Drive-strength map:
Bar = 20 um.
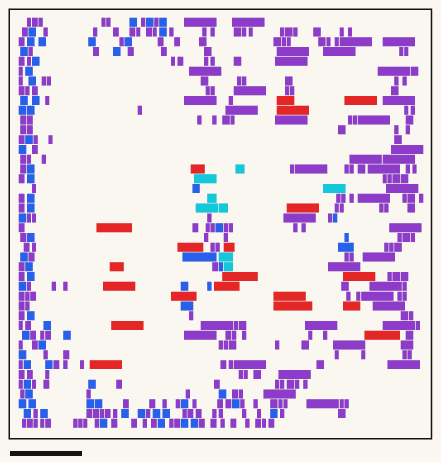
Clock wires, drivers and flops:
Bar = 20 um.
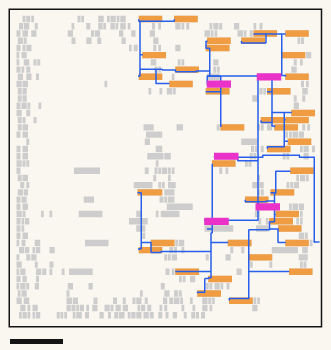
Register map, names as in the netlist:
Bar = 20 um. Other sequential cells in the stronger grey, the rest of the logic in the fainter grey.
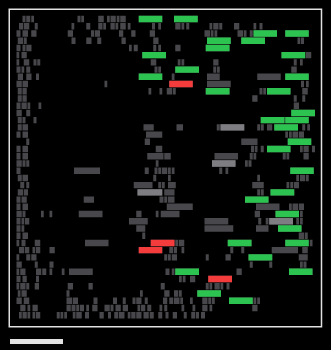
A small window of the routed layout:
Region (73, 15) to (103, 45) um. Cells in grey, sequential cells in the stronger grey; small squares are vias.
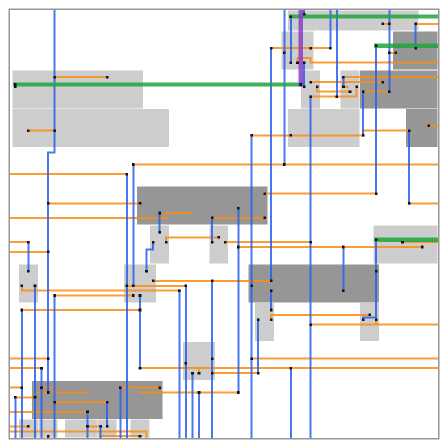
Clock nets:
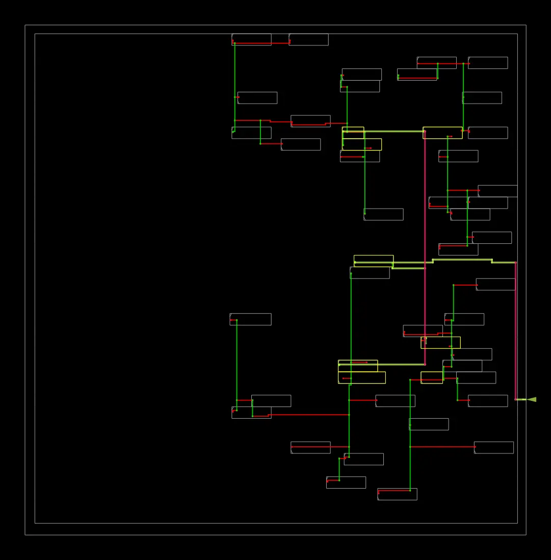
==> src/rtl/alu_arbiter.sv <==
// rtl/alu_arbiter.sv - round-robin arbiter sharing one combinational ALU among NUM_REQ requesters
// A one-entry response register returns result, zero flag and tag to the winning requester.
package alu_arbiter_pkg;
   localparam int DATA_WIDTH = 32;

   typedef enum logic [3:0] {
      ALU_ADD    = 4'd0,
      ALU_SUB    = 4'd1,
      ALU_SLL    = 4'd2,
      ALU_SLT    = 4'd3,
      ALU_SLTU   = 4'd4,
      ALU_XOR    = 4'd5,
      ALU_SRL    = 4'd6,
      ALU_SRA    = 4'd7,
      ALU_OR     = 4'd8,
      ALU_AND    = 4'd9,
      ALU_PASS_B = 4'd10
   } alu_sel_e;
endpackage

module alu_arbiter
   import alu_arbiter_pkg::*;
#(
   parameter int NUM_REQ = 2,
   parameter int TAG_W   = 4
) (
   input  logic                               clk,
   input  logic                               rst_n,
   input  logic [NUM_REQ-1:0]                 req_valid_i,
   output logic [NUM_REQ-1:0]                 req_ready_o,
   input  alu_sel_e [NUM_REQ-1:0]             req_alu_sel_i,
   input  logic [NUM_REQ-1:0][DATA_WIDTH-1:0] req_op1_i,
   input  logic [NUM_REQ-1:0][DATA_WIDTH-1:0] req_op2_i,
   input  logic [NUM_REQ-1:0][TAG_W-1:0]      req_tag_i,
   output alu_sel_e                           alu_sel_o,
   output logic [DATA_WIDTH-1:0]              alu_op1_o,
   output logic [DATA_WIDTH-1:0]              alu_op2_o,
   input  logic [DATA_WIDTH-1:0]              alu_result_i,
   input  logic                               alu_zero_i,
   output logic [NUM_REQ-1:0]                 rsp_valid_o,
   input  logic [NUM_REQ-1:0]                 rsp_ready_i,
   output logic [DATA_WIDTH-1:0]              rsp_result_o,
   output logic                               rsp_zero_o,
   output logic [TAG_W-1:0]                   rsp_tag_o
);
   localparam int IDX_W = $clog2(NUM_REQ);

   logic                  rsp_valid_q,  rsp_valid_d;
   logic [IDX_W-1:0]      rsp_owner_q,  rsp_owner_d;
   logic [DATA_WIDTH-1:0] rsp_result_q, rsp_result_d;
   logic                  rsp_zero_q,   rsp_zero_d;
   logic [TAG_W-1:0]      rsp_tag_q,    rsp_tag_d;
   logic [IDX_W-1:0]      rr_ptr_q,     rr_ptr_d;

   logic [NUM_REQ-1:0]    grant;
   logic [IDX_W-1:0]      grant_idx;
   logic [IDX_W-1:0]      scan_idx;
   logic                  grant_any;
   logic                  can_accept;
   logic                  accept;

   // Scan starts one past the last accepted requester so every valid requester is reached.
   always_comb begin
      grant     = '0;
      grant_idx = '0;
      grant_any = 1'b0;
      scan_idx  = '0;
      for (int k = 1; k <= NUM_REQ; k++) begin
         scan_idx = IDX_W'((int'(rr_ptr_q) + k) % NUM_REQ);
         if (!grant_any && req_valid_i[scan_idx]) begin
            grant_any        = 1'b1;
            grant_idx        = scan_idx;
            grant[scan_idx]  = 1'b1;
         end
      end
   end

   assign can_accept = !rsp_valid_q || rsp_ready_i[rsp_owner_q];
   assign accept     = |(req_valid_i & req_ready_o);

   always_comb begin
      req_ready_o = '0;
      if (rst_n && grant_any && can_accept) begin
         req_ready_o = grant;
      end
   end

   always_comb begin
      alu_sel_o = ALU_PASS_B;
      alu_op1_o = '0;
      alu_op2_o = '0;
      if (grant_any) begin
         alu_sel_o = req_alu_sel_i[grant_idx];
         alu_op1_o = req_op1_i[grant_idx];
         alu_op2_o = req_op2_i[grant_idx];
      end
   end

   // A new accept overwrites the slot even when the old response drains in the same cycle.
   always_comb begin
      rsp_valid_d  = rsp_valid_q;
      rsp_owner_d  = rsp_owner_q;
      rsp_result_d = rsp_result_q;
      rsp_zero_d   = rsp_zero_q;
      rsp_tag_d    = rsp_tag_q;
      rr_ptr_d     = rr_ptr_q;
      if (accept) begin
         rsp_valid_d  = 1'b1;
         rsp_owner_d  = grant_idx;
         rsp_result_d = alu_result_i;
         rsp_zero_d   = alu_zero_i;
         rsp_tag_d    = req_tag_i[grant_idx];
         rr_ptr_d     = grant_idx;
      end else if (rsp_valid_q && rsp_ready_i[rsp_owner_q]) begin
         rsp_valid_d  = 1'b0;
      end
   end

   always_ff @(posedge clk or negedge rst_n) begin
      if (!rst_n) begin
         rsp_valid_q  <= 1'b0;
         rsp_owner_q  <= '0;
         rsp_result_q <= '0;
         rsp_zero_q   <= 1'b0;
         rsp_tag_q    <= '0;
         rr_ptr_q     <= IDX_W'(NUM_REQ - 1);
      end else begin
         rsp_valid_q  <= rsp_valid_d;
         rsp_owner_q  <= rsp_owner_d;
         rsp_result_q <= rsp_result_d;
         rsp_zero_q   <= rsp_zero_d;
         rsp_tag_q    <= rsp_tag_d;
         rr_ptr_q     <= rr_ptr_d;
      end
   end

   always_comb begin
      rsp_valid_o              = '0;
      rsp_valid_o[rsp_owner_q] = rsp_valid_q;
   end

   assign rsp_result_o = rsp_result_q;
   assign rsp_zero_o   = rsp_zero_q;
   assign rsp_tag_o    = rsp_tag_q;

endmodule

==> config.mk <==
export PLATFORM = sky130hd
export DESIGN_NAME = alu_arbiter
export DESIGN_NICKNAME = d
export VERILOG_FILES = /design/src/rtl/alu_arbiter.sv
export SDC_FILE = /design/constraint.sdc
export NUM_CORES = 1
export LEC_CHECK = 0
export ABC_AREA = 1
export CAP_MARGIN = 20
export CORE_AREA = 2 2 115 117
export CTS_CLUSTER_SIZE = 10
export DETAILED_ROUTE_END_ITERATION = 7
export DIE_AREA = 0 0 117 119
export DONT_BUFFER_PORTS = 1
export PLACE_DENSITY = 0.38
export SLEW_MARGIN = 20
export SYNTH_ARGS = -nofsm -noshare
export SYNTH_HDL_FRONTEND = slang
export SYNTH_SLANG_ARGS = --single-unit
==> constraint.sdc <==
create_clock -name clk -period 2.2 [get_ports clk]
set_clock_uncertainty 0.15 [all_clocks]
set_input_delay 0.44 -clock clk [delete_from_list [all_inputs] [get_ports clk]]
set_output_delay 0.44 -clock clk [all_outputs]
set_load 0.02 [all_outputs]
==> impl_metrics.py <==
# Flow results
metrics = {
    "outcome": {
        "run_status": "complete, no violations",
    },
    "detailed_routing": {
        "vias": 3009,
        "drtPass1Iterations": 4,
        "final_antenna_net_count": 0,
        "wirelength_um": 11700,
        "wl_met1_um": 4420,
        "first_iter_violations": 143,
        "top_layer": "met4",
        "wl_met3_um": 1120,
        "wl_met2_um": 5870,
        "viasPerCell": 5.04,
    },
    "critical_path": {
        "start_kind": "flip-flop",
        "critPathBufInv": 3,
        "r2r_slack_ps": 350,
        "critPathRequiredTime_ps": 1610,
        "crit_start": "rr_ptr_q",
        "r2r-end": "rsp_result_o[31]",
        "slowest_delay_ps": 590,
        "cp.depth": 8,
        "critPathMaxFanout": 6,
        "r2r_cells": 8,
        "path_cells": "nand2_4 -> buf_4 -> inv_2 -> nor2_1 -> nand2_2 -> nand3_4 -> nor2_2 -> buf_6",
        "crit_type": "reg2out",
        "crit_path_top_delay_cell": "dfstp_2",
        "r2r_start": "rr_ptr_q",
        "cp_top_family": "flip-flops",
    },
    "synthesis": {
        "syn_inst": 436,
        "top_area_frac": 0.341,
        "synth_top_cell_by_area": "dfrtp_1",
        "synth_area_um2": 2860,
        "ys_area_um2": 2860,
        "avgSynthCellArea_um2": 6.57,
        "synthDistinctLibCells": 20,
        "top_cells_by_area": "dfrtp_1, nand2_1, nand3_1, nand4_1, buf_2",
        "syn_nets": 619,
        "ys_cells": 436,
        "ys.flops": 40,
        "yosys_warnings": 0,
        "yosysSeqAreaShare": 0.350,
    },
    "sta": {
        "max_freq_mhz": 461,
        "period_used_share": 0.985,
        "slew_headroom": 0.662,
        "whs_ps": 157,
        "rsz0062_at_grt": "true",
        "period_needed_ps": 2170,
        "tightest_slew_ps": 502,
        "final-max-slew-violation-count": 0,
        "hold_viol": 0,
        "setup_viol": 0,
    },
    "power": {
        "p_seq_frac": 0.403,
        "leakage_uw": 0.00174,
        "clockPowerShare": 0.202,
        "switching_power_uw": 2200,
        "p_int_uw": 2220,
        "sw_frac_of_total": 0.498,
        "ir_drop_mv": 0.374,
        "power_density_nw_per_um2": 1290,
    },
    "global_routing": {
        "busiest_layer": "met2",
        "use_met2": 0.260,
        "grt_usage": 0.150,
        "grtUsageMet1": 0.180,
        "antenna_found_initial": 0,
        "gr-total-overflow": 0,
        "grt_pass1_vias": 2683,
        "grt_max_degree": 70,
        "met3_usage": 0.0366,
    },
    "die": {
        "chip_area_um2": 13900,
        "rows": 42,
        "die_w_um": 117,
        "io_pins": 292,
        "initCoreUtil": 0.222,
        "core_um2": 12900,
        "die_y_um": 119,
    },
    "place": {
        "place_hpwl_um": 7800,
        "dpl_cell_area_um2": 2880,
        "place.port_buffers": 0,
        "gp_congestion": 0.884,
        "dp_cells": 583,
    },
    "cells_and_area": {
        "mostFrequentLayoutCell": "nand2_1",
        "final_util": 0.266,
        "fin_cells": 597,
        "drive_above_1_share": 0.230,
        "final_layout_top_logic_cells": "nand2_1, nand3_1, nand2_2, dfrtp_1, nand4_1",
        "nNetsFinal": 603,
        "finalInstanceArea_um2": 3430,
        "fillers": 1435,
    },
    "worst_hold_path": {
        "worst_hold_path.endpoint": "rsp_result_o[20]",
        "min_from": "rst_n",
        "hold_depth": 2,
        "min_path_type": "in2reg",
    },
    "clock_network": {
        "cts_hold_buf": 2,
        "htreeDepth": 2,
        "cts.repair.resized": 56,
        "cts_tree": "done",
        "cts_setup_buffers": 0,
        "cts_max_path_buffers": 2,
    },
    "job": {
        "cap_violations": 0,
        "openroad.warnings": 28,
    },
}
## Picture notes: 'drive-strength map'
- purple: x1 and smaller (cells 324; share 77%)
- cyan: x3 and x4 (cells 8; share 1.9%)
- blue: x2 (cells 69; share 16%)
- red: x6 and larger (cells 20; share 4.8%)

## Picture notes: 'clock wires, drivers and flops'
- blue: clock wires (length 648 um)
- magenta: clock-net drivers (count 5)
- orange: flip-flops (count 40)
- routed clock nets: 6

## Picture notes: 'register map, names as in the netlist'
- green: rsp_result_o (placed flops 32)
- red: rsp_tag_o (placed flops 4)

## Picture notes: 'a small window of the routed layout'
- purple: M4
- blue: M2
- green: M3
- orange: M1
- netlist names of flops here include: rsp_result_o (2)
- sequential cells in the window: 4
- most frequent: nand2_1 (7), dfrtp_1 (4), nand4_1 (3)
- cells with their middle in the window: 18

## Picture notes: 'clock nets'
clock tree sinks: 40
Num CTS Buffers: 5
worst skew pair latency: 280 ps

final cells by class:
type	instances	area, um2	area share
Tap cell	176	220	0.0642
Sequential cell	40	1000	0.292
Timing Repair Buffer	15	260	0.0759
Clock buffer	7	153	0.0445
Inverter	9	38.8	0.0113
Multi-Input combinational cell	349	1730	0.503
Clock inverter	1	30.0	0.00876
synth_stat cells:
cell	n
nand2_1	229
nand3_1	71
dfrtp_1	39
nand4_1	36
buf_2	17
clkbuf_1	8
buf_6	5
inv_1	5
buf_12	4
inv_2	4
nor2_1	4
buf_4	3
o21ai_0	3
nand2_4	2
clkbuf_8	1
dfstp_2	1
nand2_2	1
nand3_2	1
nand3_4	1
nand4_2	1
cells by family (layout without fill, tap and decap cells):
group                  after synthesis  count (layout)  share of synthesized area
DFF                                 40              40                      0.350
AOI/OAI and AO/OA                    3               3                    0.00524
and+or+nand+nor                    346             346                      0.532
buffers and inverters               47              32                      0.112
metrics by stage:
stage | worst slack, ps | TNS [ps] | power, uW
after floorplan | 225 | 0 | 3150
after global placement | 133 | 0 | 3310
after detailed placement | 107 | 0 | 3330
after CTS | -10.3 | -18.8 | 4380
after global routing | -38.0 | -420 | 4730
final | 32.5 | 0 | 4420
state kept, by name, summed over array words and instances (netlist names):
name and flops:
rr_ptr_q 1, rsp_valid_q 1, rsp_tag_o 4, rsp_owner_q 1, rsp_zero_o 1, rsp_result_o 32
power by group through the flow:
stage | sequential, uW | combinational (uW) | clock (uW)
2_1_floorplan | 1710 | 1450 | 0
3_3_place_gp | 1800 | 1510 | 0
3_5_place_dp | 1790 | 1540 | 0
4_1_cts | 1780 | 1680 | 920
5_1_grt | 1830 | 1950 | 948
6_report | 1780 | 1750 | 890
Power is estimated from default activity; no workload was simulated.
